--- config.mk ---
export PLATFORM = sky130hd
export DESIGN_NAME = lfsr_gen
export DESIGN_NICKNAME = d
export VERILOG_FILES = /design/src/rtl/lfsr_pkg.sv /design/src/rtl/lfsr_step.sv /design/src/rtl/lfsr_gen.sv
export SDC_FILE = /design/constraint.sdc
export NUM_CORES = 1
export LEC_CHECK = 0
export ABC_AREA = 1
export CORE_MARGIN = 3
export CORE_UTILIZATION = 53
export DETAILED_ROUTE_END_ITERATION = 6
export PLACE_DENSITY = 0.8
export SLEW_MARGIN = 20
export SYNTH_ARGS = -nofsm -noshare
export SYNTH_HDL_FRONTEND = slang
export SYNTH_SLANG_ARGS = --single-unit
--- constraint.sdc ---
create_clock -name i_Clk -period 1.7 [get_ports i_Clk]
set_input_delay 0.34 -clock i_Clk [delete_from_list [all_inputs] [get_ports i_Clk]]
set_output_delay 0.34 -clock i_Clk [all_outputs]
set_load 0.01 [all_outputs]
--- src/rtl/lfsr_pkg.sv ---
// Shared definitions for the LFSR generator: structure encodings, legal width
// range and the maximal-length tap table.
package lfsr_pkg;

  localparam int FIBONACCI = 0;
  localparam int GALOIS    = 1;

  localparam int MIN_BITS = 3;
  localparam int MAX_BITS = 32;

  typedef struct packed {
    logic        hit;
    logic [31:0] remain;
  } seed_match_t;

  // Bit k-1 is set for every 1-based tap position k; the MSB is always a tap.
  function automatic logic [31:0] tap_mask(input int num_bits);
    logic [31:0] mask;
    case (num_bits)
      3:       mask = 32'h0000_0006;
      4:       mask = 32'h0000_000C;
      5:       mask = 32'h0000_0014;
      6:       mask = 32'h0000_0030;
      7:       mask = 32'h0000_0060;
      8:       mask = 32'h0000_00B8;
      9:       mask = 32'h0000_0110;
      10:      mask = 32'h0000_0240;
      11:      mask = 32'h0000_0500;
      12:      mask = 32'h0000_0829;
      13:      mask = 32'h0000_100D;
      14:      mask = 32'h0000_2015;
      15:      mask = 32'h0000_6000;
      16:      mask = 32'h0000_D008;
      17:      mask = 32'h0001_2000;
      18:      mask = 32'h0002_0400;
      19:      mask = 32'h0004_0023;
      20:      mask = 32'h0009_0000;
      21:      mask = 32'h0014_0000;
      22:      mask = 32'h0030_0000;
      23:      mask = 32'h0042_0000;
      24:      mask = 32'h00E1_0000;
      25:      mask = 32'h0120_0000;
      26:      mask = 32'h0200_0023;
      27:      mask = 32'h0400_0013;
      28:      mask = 32'h0900_0000;
      29:      mask = 32'h1400_0000;
      30:      mask = 32'h2000_0029;
      31:      mask = 32'h4800_0000;
      32:      mask = 32'h8020_0003;
      default: mask = 32'h0000_0000;
    endcase
    return mask;
  endfunction

endpackage

--- src/rtl/lfsr_step.sv ---
// Single combinational LFSR advance for either Fibonacci or Galois structure,
// both built from the same maximal-length tap set.
module lfsr_step
  import lfsr_pkg::*;
#(
  parameter int NUM_BITS = 8,
  parameter int MODE     = FIBONACCI
) (
  input  logic [NUM_BITS-1:0] state_i,
  output logic [NUM_BITS-1:0] state_o
);

  localparam logic [NUM_BITS-1:0] TAPS = NUM_BITS'(tap_mask(NUM_BITS));
  // Galois: tap k below the MSB lands on bit k after the shift (x^N = 1 + sum x^k).
  localparam logic [NUM_BITS-1:0] GAL_MASK = TAPS << 1;

  generate
    if (MODE == GALOIS) begin : g_galois
      logic out_bit;
      assign out_bit = state_i[NUM_BITS-1];
      assign state_o = {state_i[NUM_BITS-2:0], out_bit} ^ (out_bit ? GAL_MASK : '0);
    end else begin : g_fibonacci
      assign state_o = {state_i[NUM_BITS-2:0], ^(state_i & TAPS)};
    end
  endgenerate

endmodule

--- src/rtl/lfsr_gen.sv ---
// Multi-step maximal-length LFSR with seed loading, all-zero lockup recovery,
// full-period detection against the last loaded seed and a step counter.
module lfsr_gen
  import lfsr_pkg::*;
#(
  parameter int                  NUM_BITS     = 8,
  parameter int                  MODE         = FIBONACCI,
  parameter int                  STEPS        = 1,
  parameter logic [NUM_BITS-1:0] DEFAULT_SEED = NUM_BITS'(1)
) (
  input  logic                i_Clk,
  input  logic                i_Rst_L,
  input  logic                i_Enable,
  input  logic                i_Seed_DV,
  input  logic [NUM_BITS-1:0] i_Seed_Data,
  output logic [NUM_BITS-1:0] o_LFSR_Data,
  output logic                o_LFSR_Done,
  output logic                o_Lockup,
  output logic [31:0]         o_Step_Cnt
);

  logic [NUM_BITS-1:0] lfsr_q, lfsr_d;
  logic [NUM_BITS-1:0] seed_q, seed_d;
  logic [31:0]         cnt_q, cnt_d;
  logic                done_q, done_d;
  logic                lockup_q, lockup_d;

  logic [STEPS-1:0]    hit;
  logic [NUM_BITS-1:0] advance_state;
  seed_match_t         match;

  generate
    if (NUM_BITS < MIN_BITS || NUM_BITS > MAX_BITS) begin : g_bad_width
      $error("lfsr_gen: NUM_BITS must be within 3..32");
    end
    if (STEPS < 1 || STEPS > NUM_BITS) begin : g_bad_steps
      $error("lfsr_gen: STEPS must be within 1..NUM_BITS");
    end
    if (DEFAULT_SEED == '0) begin : g_bad_seed
      $error("lfsr_gen: DEFAULT_SEED must be non-zero");
    end
  endgenerate

  // Cascade of single-step functions; each intermediate state is compared to the seed.
  generate
    for (genvar g = 0; g < STEPS; g++) begin : g_step
      logic [NUM_BITS-1:0] state_in;
      logic [NUM_BITS-1:0] state_out;
      if (g == 0) begin : g_first
        assign state_in = lfsr_q;
      end else begin : g_next
        assign state_in = g_step[g-1].state_out;
      end
      lfsr_step #(
        .NUM_BITS(NUM_BITS),
        .MODE    (MODE)
      ) u_step (
        .state_i(state_in),
        .state_o(state_out)
      );
      assign hit[g] = (state_out == seed_q);
    end
  endgenerate

  assign advance_state = g_step[STEPS-1].state_out;

  // A seed can match at most once per advance since the period far exceeds STEPS.
  always_comb begin
    match = '0;
    for (int k = 0; k < STEPS; k++) begin
      if (hit[k]) begin
        match.hit    = 1'b1;
        match.remain = 32'(STEPS - 1 - k);
      end
    end
  end

  always_comb begin
    lfsr_d   = lfsr_q;
    seed_d   = seed_q;
    cnt_d    = cnt_q;
    done_d   = 1'b0;
    lockup_d = 1'b0;
    if (i_Seed_DV) begin
      cnt_d = '0;
      if (i_Seed_Data == '0) begin
        lfsr_d   = DEFAULT_SEED;
        seed_d   = DEFAULT_SEED;
        lockup_d = 1'b1;
      end else begin
        lfsr_d = i_Seed_Data;
        seed_d = i_Seed_Data;
      end
    end else if (i_Enable) begin
      lfsr_d = advance_state;
      if (match.hit) begin
        done_d = 1'b1;
        cnt_d  = match.remain;
      end else begin
        cnt_d = cnt_q + 32'(STEPS);
      end
    end
  end

  always_ff @(posedge i_Clk or negedge i_Rst_L) begin
    if (!i_Rst_L) begin
      lfsr_q   <= DEFAULT_SEED;
      seed_q   <= DEFAULT_SEED;
      cnt_q    <= '0;
      done_q   <= 1'b0;
      lockup_q <= 1'b0;
    end else begin
      lfsr_q   <= lfsr_d;
      seed_q   <= seed_d;
      cnt_q    <= cnt_d;
      done_q   <= done_d;
      lockup_q <= lockup_d;
    end
  end

  assign o_LFSR_Data = lfsr_q;
  assign o_LFSR_Done = done_q;
  assign o_Lockup    = lockup_q;
  assign o_Step_Cnt  = cnt_q;

endmodule
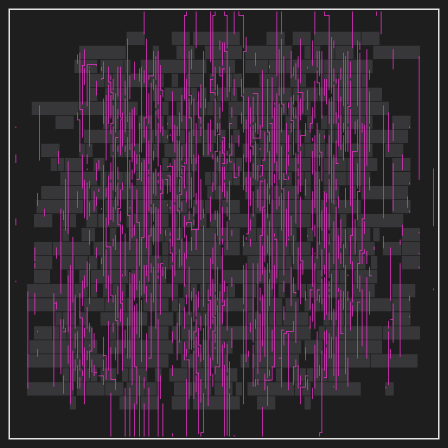
Figure 1: the metal 2 layer.
The longest straight run is 32.1 µm. The layer holds 50% of the routed length. 411 nets have wire on it. The layer carries 4260 µm of wire. The wires run mostly vertical.
final WL: 8570 µm
Vias: 3038
GR Layer Usage met2: 0.407

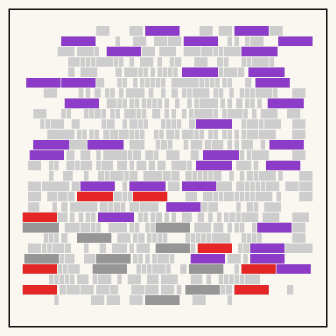
Figure 2: where the registers sit.
Other sequential cells in the stronger grey, the rest of the logic in the fainter grey.
Red marks seed_q, placed flops 8. Purple marks o_Step_Cnt, placed flops 32, where all over the die.
post-route core utilization: 0.715
seq pwr: 1.29 mW
sequential cell area share: 0.316

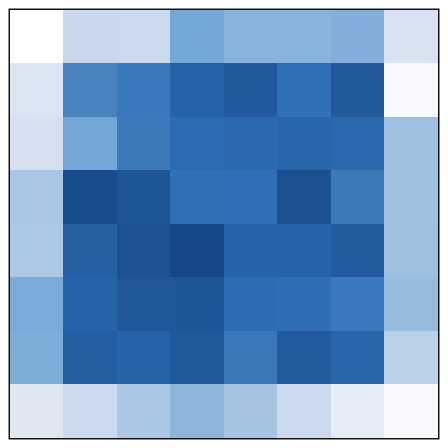
Figure 3: cell density map.
The die is cut into 8 by 8 equal tiles; white is low, dark blue is high, 0 to 100% covered.
41% of the tiles are over 75% full. The emptiest ninth of the die: top left. The mean over all tiles is 57%.
Core Region: 0.00561 mm²
initial core utilization: 0.560

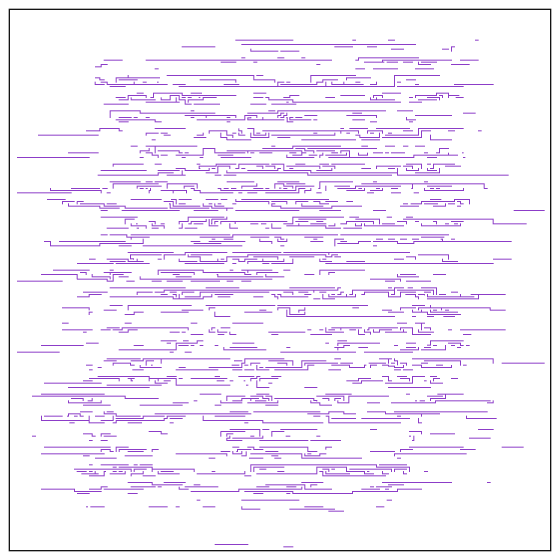
Figure 4: metal 1.
The wires run mostly horizontal. The layer carries 3590 µm of wire. The longest straight run is 33.1 µm.
GR Util met1: 0.331

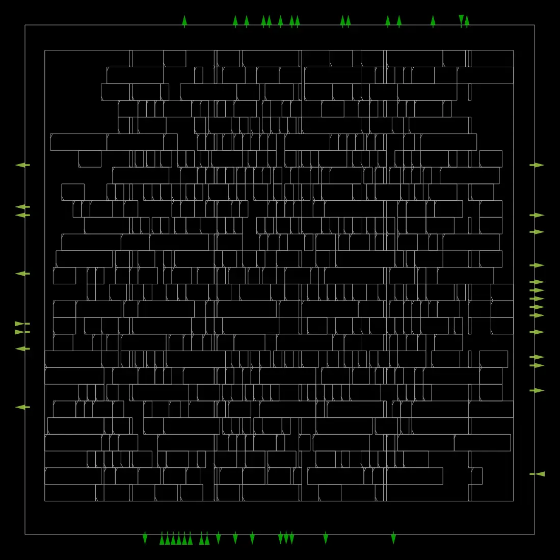
Figure 5: cell outlines without signal wires.
seq_cells: 50
fillers: 458
Row Count: 27
final non-filler cell total: 559

==> reports/metrics.yaml <==
job:
  warning_count: 27
worst_setup_path:
  critPathTopFamily: "buffers and inverters"
  cp-end-kind: "output pin"
  arrival_ps: 1340
sta:
  setup_slack_ps: 15.3
  fin_skew_ps: 7.36
  hold_viol_final: 0
  period_used_share: 0.991
  period_needed_ps: 1680
  setup_viol: 0
  whs_ps: 3.62
  fmax_mhz: 594
cells_and_area:
  dominant_cells: "logic gates"
  drive_gt1_frac: 0.170
  nMultiInputCombCells: 303
  antenna_cells: 0
  regArea_mm2: 0.00127
  clock_area_frac: 0.0262
synthesis:
  synth_flop_count: 50
  topCellsByArea: "dfrtp_1 38%, nand2_1 18%, o22ai_2 8.0%"
  topCombFamilyByArea: "simple AND/OR/NAND/NOR gates"
  synth.distinct_cells: 32
  ys_seq_share: 0.399
  mux_share: 0
drt:
  drt_iter0_drc: 281
grt:
  grt_start_max_net_pins: 51
  globalRoute.totalOverflow: 0
clock_tree:
  cts_tree: "built"
  postCtsHoldBufs: 0
  cts_htree_levels: 2
  path_clk_slew_ps: 90
floorplanning:
  tap_cells: 72
run_status:
  status: "finished clean"
-- Yosys cell counts, drive strengths merged --
library cell	count
nor4	1
ha	1
xnor2	3
nand4	12
dfrtp	48
o21bai	2
clkinv	1
buf	6
nand3b	1
clkbuf	1
o221ai	7
and3	1
nor3	1
nor2	57
nand2	151
o22ai	20
dfstp	2
o21ai	16
xor2	9
inv	56
nand3	19
-- cells in the final DEF, fill, tap and decap left out, types with 3 or more instances in the layout --
cell type / count
clkbuf_8: 7
o21ai_1: 5
nor2_1: 43
inv_1: 53
nor2_2: 6
o21ai_0: 11
o22ai_2: 20
dfrtp_2: 11
xnor2_1: 3
o221ai_1: 7
clkdlybuf4s50_1: 49
nand4_1: 12
dfrtp_1: 37
nand3_1: 17
xor2_1: 9
inv_2: 3
buf_4: 14
nor2_4: 7
nand2_1: 147
-- flip-flops by register name, indices dropped and copies added (netlist names) --
name         flops
o_LFSR_Done      1
seed_q           8
o_LFSR_Data      8
o_Step_Cnt      32
o_Lockup         1
-- worst paths after layout --
check                                  to  depth (start not counted)           start
setup / recovery           o_LFSR_Data[5]                          1  o_LFSR_Data[5]
hold / removal              o_Step_Cnt[3]                          2         i_Rst_L
setup reg to reg           o_Step_Cnt[12]                          9  o_LFSR_Data[5]
hold reg to reg                 seed_q[2]                          2       seed_q[2]
max in group asynchronous  o_LFSR_Data[0]                          2         i_Rst_L
min in group i_Clk              seed_q[2]                          2       seed_q[2]
-- metal layers --
layer  track usage  vias to the layer above  wire length [µm]
met5             0                        -                 0
met4        0.0743                        0               161
met3        0.0387                       17               562
met2         0.407                      124              4260
met1         0.331                     1427              3590
li1              -                     1470                 -
-- report_power, final --
part | switching (mW) | internal (mW)
combinational | 0.258 | 0.187
clock | 0.411 | 0.374
sequential | 0.0437 | 1.24
Power is estimated from default activity; no workload was simulated.
